$ cat src/rtl/rps_match_controller.sv
// rtl/rps_match_controller.sv - rock-paper-scissors match sequencer
//
// Ports:
//   clk, rst              clock; synchronous active-high reset
//   start_btn             clean level; a rising edge requests a match start
//   p1_choice, p2_choice  player choices, captured on the edge entering LATCH
//   eval_start            one-cycle request to the evaluation engine
//   eval_p1, eval_p2      latched choices presented to the engine
//   eval_done             engine response strobe, honoured only in WAIT
//   eval_result           00 draw, 01 P1 wins, 10 P2 wins, 11 invalid
//   countdown             3/2/1 during COUNTDOWN, 0 otherwise
//   round_result          last recorded engine result, cleared at LATCH
//   p1_score, p2_score    current scores, saturating at WIN_SCORE
//   match_winner          00 none, 01 P1, 10 P2
//   busy                  high in every state except IDLE and OVER
//   error                 engine timeout flag, sticky until the next start
module rps_match_controller #(
   parameter int CNT_TICKS    = 10_000_000,
   parameter int SHOW_TICKS   = 20_000_000,
   parameter int WIN_SCORE    = 3,
   parameter int EVAL_TIMEOUT = 15
) (
   input  logic       clk,
   input  logic       rst,
   input  logic       start_btn,
   input  logic [1:0] p1_choice,
   input  logic [1:0] p2_choice,
   output logic       eval_start,
   output logic [1:0] eval_p1,
   output logic [1:0] eval_p2,
   input  logic       eval_done,
   input  logic [1:0] eval_result,
   output logic [1:0] countdown,
   output logic [1:0] round_result,
   output logic [2:0] p1_score,
   output logic [2:0] p2_score,
   output logic [1:0] match_winner,
   output logic       busy,
   output logic       error
);

   localparam logic [31:0] CNT_LAST  = 32'(CNT_TICKS - 1);
   localparam logic [31:0] SHOW_LAST = 32'(SHOW_TICKS - 1);
   localparam logic [31:0] TO_LAST   = 32'(EVAL_TIMEOUT - 1);
   localparam logic [2:0]  WIN       = 3'(WIN_SCORE);

   typedef enum logic [2:0] {
      S_IDLE,
      S_COUNTDOWN,
      S_LATCH,
      S_WAIT,
      S_SHOW,
      S_OVER
   } state_t;

   state_t      state_q, state_d;
   logic        btn_prev_q;
   // One counter serves the countdown step, the engine timeout and the
   // result display, since only one of them is active in any state.
   logic [31:0] tick_q, tick_d;
   logic [1:0]  countdown_q, countdown_d;
   logic        eval_start_q, eval_start_d;
   logic [1:0]  eval_p1_q, eval_p1_d;
   logic [1:0]  eval_p2_q, eval_p2_d;
   logic [1:0]  round_result_q, round_result_d;
   logic [2:0]  p1_score_q, p1_score_d;
   logic [2:0]  p2_score_q, p2_score_d;
   logic [1:0]  match_winner_q, match_winner_d;
   logic        busy_q, busy_d;
   logic        error_q, error_d;
   logic        start_edge;

   // btn_prev_q resets high so a button held through reset is not an edge.
   assign start_edge = start_btn & ~btn_prev_q;

   always_comb begin
      state_d        = state_q;
      tick_d         = tick_q;
      countdown_d    = countdown_q;
      eval_start_d   = 1'b0;
      eval_p1_d      = eval_p1_q;
      eval_p2_d      = eval_p2_q;
      round_result_d = round_result_q;
      p1_score_d     = p1_score_q;
      p2_score_d     = p2_score_q;
      match_winner_d = match_winner_q;
      error_d        = error_q;

      case (state_q)
         S_IDLE, S_OVER: begin
            if (start_edge) begin
               p1_score_d     = 3'd0;
               p2_score_d     = 3'd0;
               match_winner_d = 2'b00;
               error_d        = 1'b0;
               countdown_d    = 2'd3;
               tick_d         = 32'd0;
               state_d        = S_COUNTDOWN;
            end
         end

         S_COUNTDOWN: begin
            if (tick_q == CNT_LAST) begin
               tick_d = 32'd0;
               if (countdown_q == 2'd1) begin
                  // Outputs for LATCH are set on the edge entering it so
                  // eval_start and the captured choices appear together.
                  countdown_d    = 2'd0;
                  eval_start_d   = 1'b1;
                  eval_p1_d      = p1_choice;
                  eval_p2_d      = p2_choice;
                  round_result_d = 2'b00;
                  state_d        = S_LATCH;
               end else begin
                  countdown_d = countdown_q - 2'd1;
               end
            end else begin
               tick_d = tick_q + 32'd1;
            end
         end

         S_LATCH: begin
            tick_d  = 32'd0;
            state_d = S_WAIT;
         end

         S_WAIT: begin
            if (eval_done) begin
               round_result_d = eval_result;
               if (eval_result == 2'b01 && p1_score_q != WIN) begin
                  p1_score_d = p1_score_q + 3'd1;
               end
               if (eval_result == 2'b10 && p2_score_q != WIN) begin
                  p2_score_d = p2_score_q + 3'd1;
               end
               tick_d  = 32'd0;
               state_d = S_SHOW;
            end else if (tick_q == TO_LAST) begin
               error_d = 1'b1;
               state_d = S_IDLE;
            end else begin
               tick_d = tick_q + 32'd1;
            end
         end

         S_SHOW: begin
            if (tick_q == SHOW_LAST) begin
               tick_d = 32'd0;
               if (p1_score_q == WIN) begin
                  match_winner_d = 2'b01;
                  state_d        = S_OVER;
               end else if (p2_score_q == WIN) begin
                  match_winner_d = 2'b10;
                  state_d        = S_OVER;
               end else begin
                  countdown_d = 2'd3;
                  state_d     = S_COUNTDOWN;
               end
            end else begin
               tick_d = tick_q + 32'd1;
            end
         end

         default: begin
            state_d = S_IDLE;
         end
      endcase

      // busy is registered from the next state so it tracks the state
      // register without a combinational path to the outputs.
      busy_d = (state_d != S_IDLE) && (state_d != S_OVER);
   end

   always_ff @(posedge clk) begin
      if (rst) begin
         state_q        <= S_IDLE;
         btn_prev_q     <= 1'b1;
         tick_q         <= 32'd0;
         countdown_q    <= 2'd0;
         eval_start_q   <= 1'b0;
         eval_p1_q      <= 2'b00;
         eval_p2_q      <= 2'b00;
         round_result_q <= 2'b00;
         p1_score_q     <= 3'd0;
         p2_score_q     <= 3'd0;
         match_winner_q <= 2'b00;
         busy_q         <= 1'b0;
         error_q        <= 1'b0;
      end else begin
         state_q        <= state_d;
         btn_prev_q     <= start_btn;
         tick_q         <= tick_d;
         countdown_q    <= countdown_d;
         eval_start_q   <= eval_start_d;
         eval_p1_q      <= eval_p1_d;
         eval_p2_q      <= eval_p2_d;
         round_result_q <= round_result_d;
         p1_score_q     <= p1_score_d;
         p2_score_q     <= p2_score_d;
         match_winner_q <= match_winner_d;
         busy_q         <= busy_d;
         error_q        <= error_d;
      end
   end

   assign eval_start   = eval_start_q;
   assign eval_p1      = eval_p1_q;
   assign eval_p2      = eval_p2_q;
   assign countdown    = countdown_q;
   assign round_result = round_result_q;
   assign p1_score     = p1_score_q;
   assign p2_score     = p2_score_q;
   assign match_winner = match_winner_q;
   assign busy         = busy_q;
   assign error        = error_q;

endmodule

$ cat config.mk
export PLATFORM = sky130hd
export DESIGN_NAME = rps_match_controller
export DESIGN_NICKNAME = d
export VERILOG_FILES = /design/src/rtl/rps_match_controller.sv
export SDC_FILE = /design/constraint.sdc
export NUM_CORES = 1
export LEC_CHECK = 0
export CORE_ASPECT_RATIO = 2
export CORE_MARGIN = 5
export CORE_UTILIZATION = 50
export CTS_CLUSTER_DIAMETER = 120
export DETAILED_ROUTE_END_ITERATION = 10
export GPL_TIMING_DRIVEN = 0
export PLACE_DENSITY = 0.74
export RECOVER_POWER = 100
export SYNTH_ARGS = -nofsm -noshare
export SYNTH_HDL_FRONTEND = slang
export SYNTH_SLANG_ARGS = --single-unit
$ cat constraint.sdc
create_clock -name clk -period 2.7 [get_ports clk]
set_clock_uncertainty 0.1 [all_clocks]
set_input_delay 0.54 -clock clk [delete_from_list [all_inputs] [get_ports clk]]
set_output_delay 0.54 -clock clk [all_outputs]
set_load 0.01 [all_outputs]
run_1/layers.png
Only two layers are drawn.
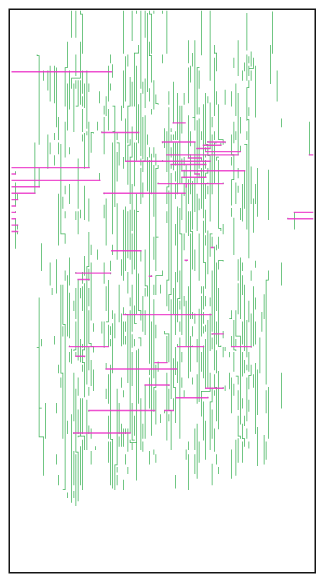
legend:
  M2:
    color: green
    wire_length: 3,700 um
  M3:
    color: magenta
    wire_length: 330 um

run_1/ff_map.png
Bar = 20 um.
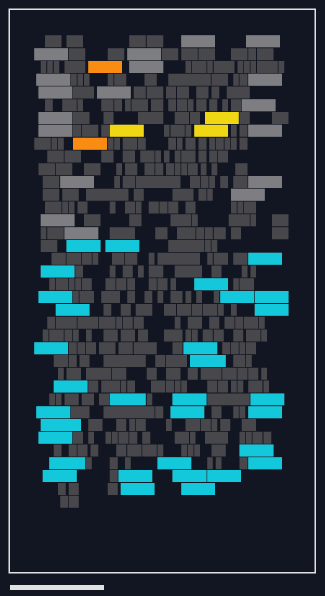
legend:
  tick_q:
    color: cyan
    flops: 32
  state_q:
    color: yellow
    flops: 3
  match_winner:
    color: orange
    flops: 2
not colored: 18

run_1/m1.png
Bar = 20 um. Supply wires on this layer in gray.
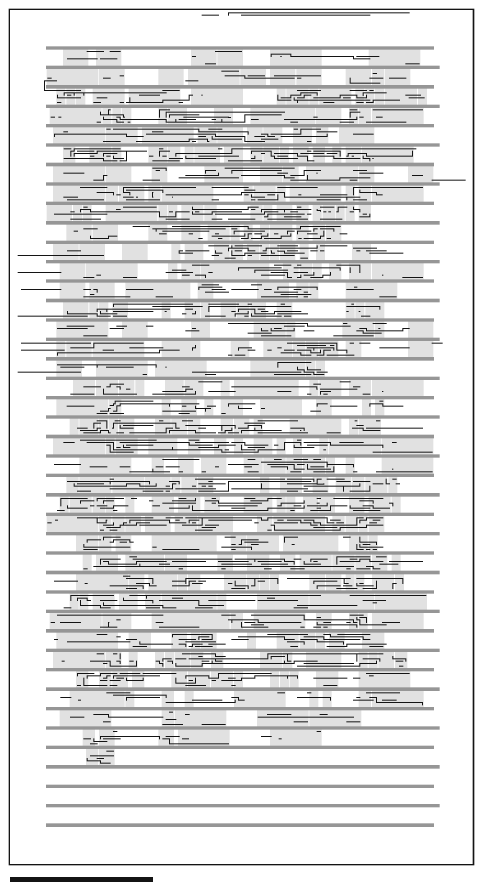
nets with wire on the layer: 402
share of all routed wire: 43%
main direction: horizontal
routed via count: 2,842
M1 GR Usage: 25.7%
final wirelength: 7.35 mm

run_1/port_trees.png
Bar = 20 um.
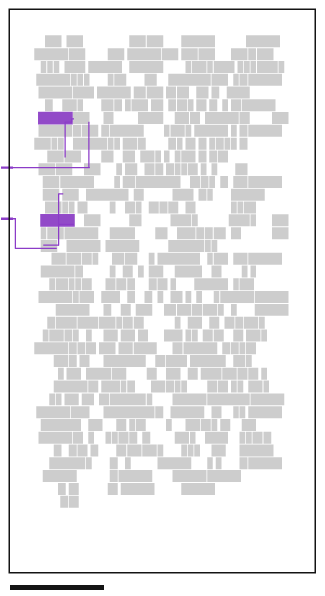
legend:
  eval_p1:
    color: purple
    bits: 2
    direction: output
    end_cells: 2
    buffers: 2
    wire: 70.0 um
IO Pins: 29
input/output buffers: 27

==> Changelog: implementation, run 1 <==
### Physical design

* Status: finished with violations
* Failing checks: negative setup slack
* Top Layout Cells: 57 x nor2_1, 51 x dfxtp_1, 23 x nand2_1, 20 x xnor2_1, 19 x dlygate4sd3_1
* NetSw at 362 uW
* Syn Inst Count at 370
* Most instantiated logic cell after routing: nor2_1
* Gate Area at 1800 um2
* Clock buf/inv share at 4.91%
* Final Max Tran Viols at 0
* Mux share at 1.33%
* Pre-CTS WS at -0.530 ns
* Max clock buf depth at 2
* Met2 Use GR at 32.7%
* Share of cells above drive strength 1 at 8.80%
* LEAKAGE at 0.00124 uW
* Vias/cell at 6.02
* CTS resizes at 15
* Most common cell type on the critical path: or4_4
* CTS Buf Count at 5
* Adder share at 2.92%
* Biggest register: tick_q
* Critical path fanouts, max at 10
* Combinational power at 109 uW
* Crit path time final at 2.78 ns
* Switching part of the total at 21.4%
* Fin util at 61.3%
* Overflow after GRT at 0
* Top cells by count: 57 x nor2_1, 55 x dfxtp_1, 23 x nand2_1
* Clk_lat worst skew at 0.30 ns
* Maximum VDD drop at 0.374 mV
* # fillers at 546
* M1 WL at 3.18 mm
* Average cell area after synthesis at 8.11 um2
* # placed instances at 460
* Post-route insts no fill at 472
* Logic share of the area at 49.8%
* Dominant comb cell: simple AND/OR/NAND/NOR gates
* Aoi share at 13.0%
* DRC at 0
* DRT Pass-1 Iters at 4
* Nets@finish at 425
* Hold path endpoint: error
* CP endpoint: tick_q[1]
* DIE WIDTH at 64.8 um
* Init Core Util at 50.8%
* Bufs w/o clock at 47
* Critical Path Stages at 7
* Clk pwr at 759 uW
* Setup violators final at 32
* Max H-tree Level at 2
* Area grow syn2layout at 20.7%
* CP max stage delay at 0.58 ns
* Pwr top: registers
* Crit Path Class: flop to flop
* End of the worst register-to-register path: tick_q[1]
* Initial antenna violation count at 0
* Row cnt at 40
* OpenROAD warning count at 29
* Reg area at 1110 um2
* Worst reg2reg setup slack at -0.08 ns
* Count of cell types in the netlist at 48
* Post-CTS Hold Fix Bufs at 0
* Routed Antenna Nets at 0
* Chip Area, Yosys at 3000 um2
* TritonCTS clock tree: done
* Worst setup margin at -0.0767 ns
* Registers, synthesis at 55
* Synth top cell by count: nor2_1
* Signal inverters at 18
* Sequential cell area share at 30.6%
* WP data arrival at 2.85 ns
* Hold Path Stages at 2
* CP startpoint: tick_q[28]
* Met3 WL at 329 um
* Data buffer area share at 10.7%
* Grt peak-use layer: met2
* Sequential power share at 48.7%
* CP Data Required Time at 2.77 ns
* Type of the worst min-delay path: flop to flop
* DP Wirelength at 5.61 mm
* R2r startpoint: tick_q[28]
* Type of origin of the critical path: flop
* Number of enable flip-flop cells at 0
* Die height at 120 um
* # Taps at 63
* Power share of the combinational group at 6.4%
* Sink Count at 55
* CP top delay family: simple AND/OR/NAND/NOR gates
* Power Density at 468 nW/um2
* Max_cap viols at 0
* Clock power frac at 44.8%
* Cycle use final at 103%
* Initial DRC count at 222
* Sequential power at 825 uW
* Simple-Gate Area Share at 33.4%
* Area share, top type at 36.7%
* XOR-XNOR Cells, Area Fraction at 7.59%
* Placer Congestion at 0.878
* Syn Std Cell Area at 3000 um2
* Warnings, synthesis at 0
* Ant. Diodes at 0
* Post-CTS Setup Bufs at 3
* Routed met2 length at 3.70 mm
* First-pass GRT wire length at 12.5 mm
* Flip-flops at 55
* Total GRT Usage at 20.0%
* Final tally of hold violations at 0
* Most common reg cell: dfxtp_1
* Cell accounting for the most synthesized area: dfxtp_1
* Vias in the first global route at 2,712
* Final instance area at 3620 um2
==> run 2: changes to the inputs <==
- PLACE_DENSITY: 0.74 -> 0.71
- clock period: 2.7 -> 3.1 ns (I/O delays scaled with it)
run_2/layers.png
Only two layers are drawn.
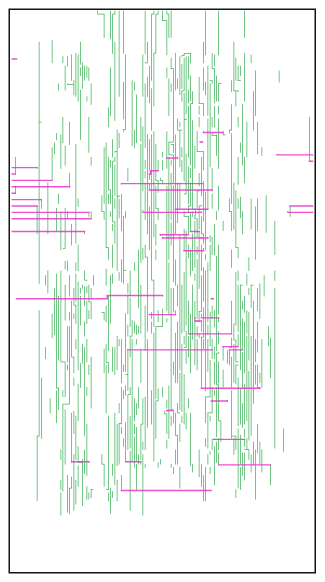
legend:
  M3:
    color: magenta
    wire_length: 324 um
  M2:
    color: green
    wire_length: 3,830 um

==> Changelog: implementation, run 2 <==
### Physical design

* Final tally of hold violations at 0 (unchanged)
* LEAKAGE at 0.00121 uW (-2.7%)
* Overflow after GRT at 0 (unchanged)
* Critical path fanouts, max at 10 (unchanged)
* CP max stage delay at 0.63 ns (+0.05 ns)
* Clk_lat worst skew at 0.30 ns (about the same)
* Area share, top type at 36.7% (unchanged)
* # Taps at 63 (unchanged)
* # placed instances at 460 (unchanged)
* CTS Buf Count at 5 (unchanged)
* IO Pins at 29 (unchanged)
* Max clock buf depth at 2 (unchanged)
* Sink Count at 55 (unchanged)
* Worst setup margin at 0.144 ns (+0.221 ns)
* Routed met2 length at 3.83 mm (+3.5%)
* Post-route insts no fill at 468 (-0.85%)
* Sequential power share at 49.4% (+0.7 points)
* Hold path endpoint: error
* # fillers at 542 (-0.73%)
* M1 WL at 3.09 mm (-2.7%)
* Adder share at 2.92% (unchanged)
* Flip-flops at 55 (unchanged)
* Simple-Gate Area Share at 33.4% (unchanged)
* Nets@finish at 421 (-0.94%)
* Top Layout Cells: 57 x nor2_1, 55 x dfxtp_1, 23 x nand2_1, 20 x xnor2_1, 20 x dlygate4sd3_1
* Data buffer area share at 9.97% (-0.71 points)
* Vias in the first global route at 2,785 (+2.7%)
* Initial DRC count at 244 (+9.9%)
* Max_cap viols at 0 (unchanged)
* Pwr top: registers
* Gate Area at 1770 um2 (-1.9%)
* Total GRT Usage at 20.6% (+0.54 points)
* Met2 Use GR at 34.3% (+1.6 points)
* Syn Inst Count at 370 (unchanged)
* Most instantiated logic cell after routing: nor2_1
* Chip Area, Yosys at 3000 um2 (unchanged)
* Bufs w/o clock at 43 (-8.5%)
* Type of origin of the critical path: flop
* Input/output buffers at 27 (unchanged)
* Crit path time final at 2.96 ns (+0.179 ns)
* Warnings, synthesis at 0 (unchanged)
* Status: completed
* CP top delay family: simple AND/OR/NAND/NOR gates
* Ant. Diodes at 0 (unchanged)
* R2r startpoint: tick_q[28]
* Dominant comb cell: simple AND/OR/NAND/NOR gates
* Worst reg2reg setup slack at 0.14 ns (+0.22 ns)
* Post-CTS Setup Bufs at 0 (-3)
* CP startpoint: tick_q[28]
* Share of cells above drive strength 1 at 5.43% (-3.4 points)
* Count of cell types in the netlist at 48 (unchanged)
* Hold Path Stages at 2 (unchanged)
* Final instance area at 3540 um2 (-2.2%)
* Critical Path Stages at 7 (unchanged)
* Reg area at 1100 um2 (-0.68%)
* Sequential cell area share at 31.1% (+0.49 points)
* Setup violators final at 0 (-100%)
* Clock power frac at 44.5% (-0.3 points)
* Top cells by count: 57 x nor2_1, 55 x dfxtp_1, 23 x nand2_1
* Max H-tree Level at 2 (unchanged)
* TritonCTS clock tree: done
* CP endpoint: tick_q[1]
* Maximum VDD drop at 0.298 mV (-20%)
* DRC at 0 (unchanged)
* Initial antenna violation count at 0 (unchanged)
* Init Core Util at 50.8% (unchanged)
* Mux share at 1.33% (unchanged)
* DIE WIDTH at 64.8 um (unchanged)
* M1 GR Usage at 24.7% (-1.0 points)
* Number of enable flip-flop cells at 0 (unchanged)
* DRT Pass-1 Iters at 5 (+1)
* WP data arrival at 3.02 ns (+0.17 ns)
* End of the worst register-to-register path: tick_q[1]
* Power share of the combinational group at 6.2% (-0.2 points)
* Sequential power at 719 uW (-13%)
* Power Density at 411 nW/um2 (-12%)
* Fin util at 59.9% (-1.4 points)
* OpenROAD warning count at 27 (-6.9%)
* Switching part of the total at 22.0% (+0.63 points)
* Biggest register: tick_q
* Synth top cell by count: nor2_1
* Routed via count at 2,781 (-2.1%)
* Die height at 120 um (unchanged)
* Crit Path Class: flop to flop
* Area grow syn2layout at 18.0%
* Met3 WL at 324 um (-1.5%)
* First-pass GRT wire length at 12.7 mm (+1.6%)
* Registers, synthesis at 55 (unchanged)
* Syn Std Cell Area at 3000 um2 (unchanged)
* Clock buf/inv share at 4.88% (-0.029 points)
* Row cnt at 40 (unchanged)
* Average cell area after synthesis at 8.11 um2 (unchanged)
* Signal inverters at 18 (unchanged)
* Aoi share at 13.0% (unchanged)
* Placer Congestion at 0.891 (+1.5%)
* Post-CTS Hold Fix Bufs at 0 (unchanged)
run_2/port_trees.png
Bar = 20 um.
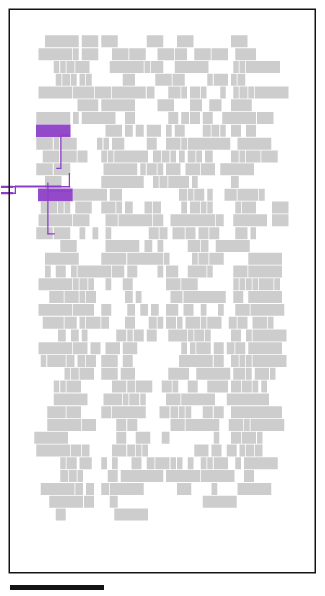
legend:
  eval_p1:
    color: purple
    bits: 2
    direction: output
    end_cells: 2
    buffers: 2
    wire: 54.2 um

Power is estimated from default activity; no workload was simulated.
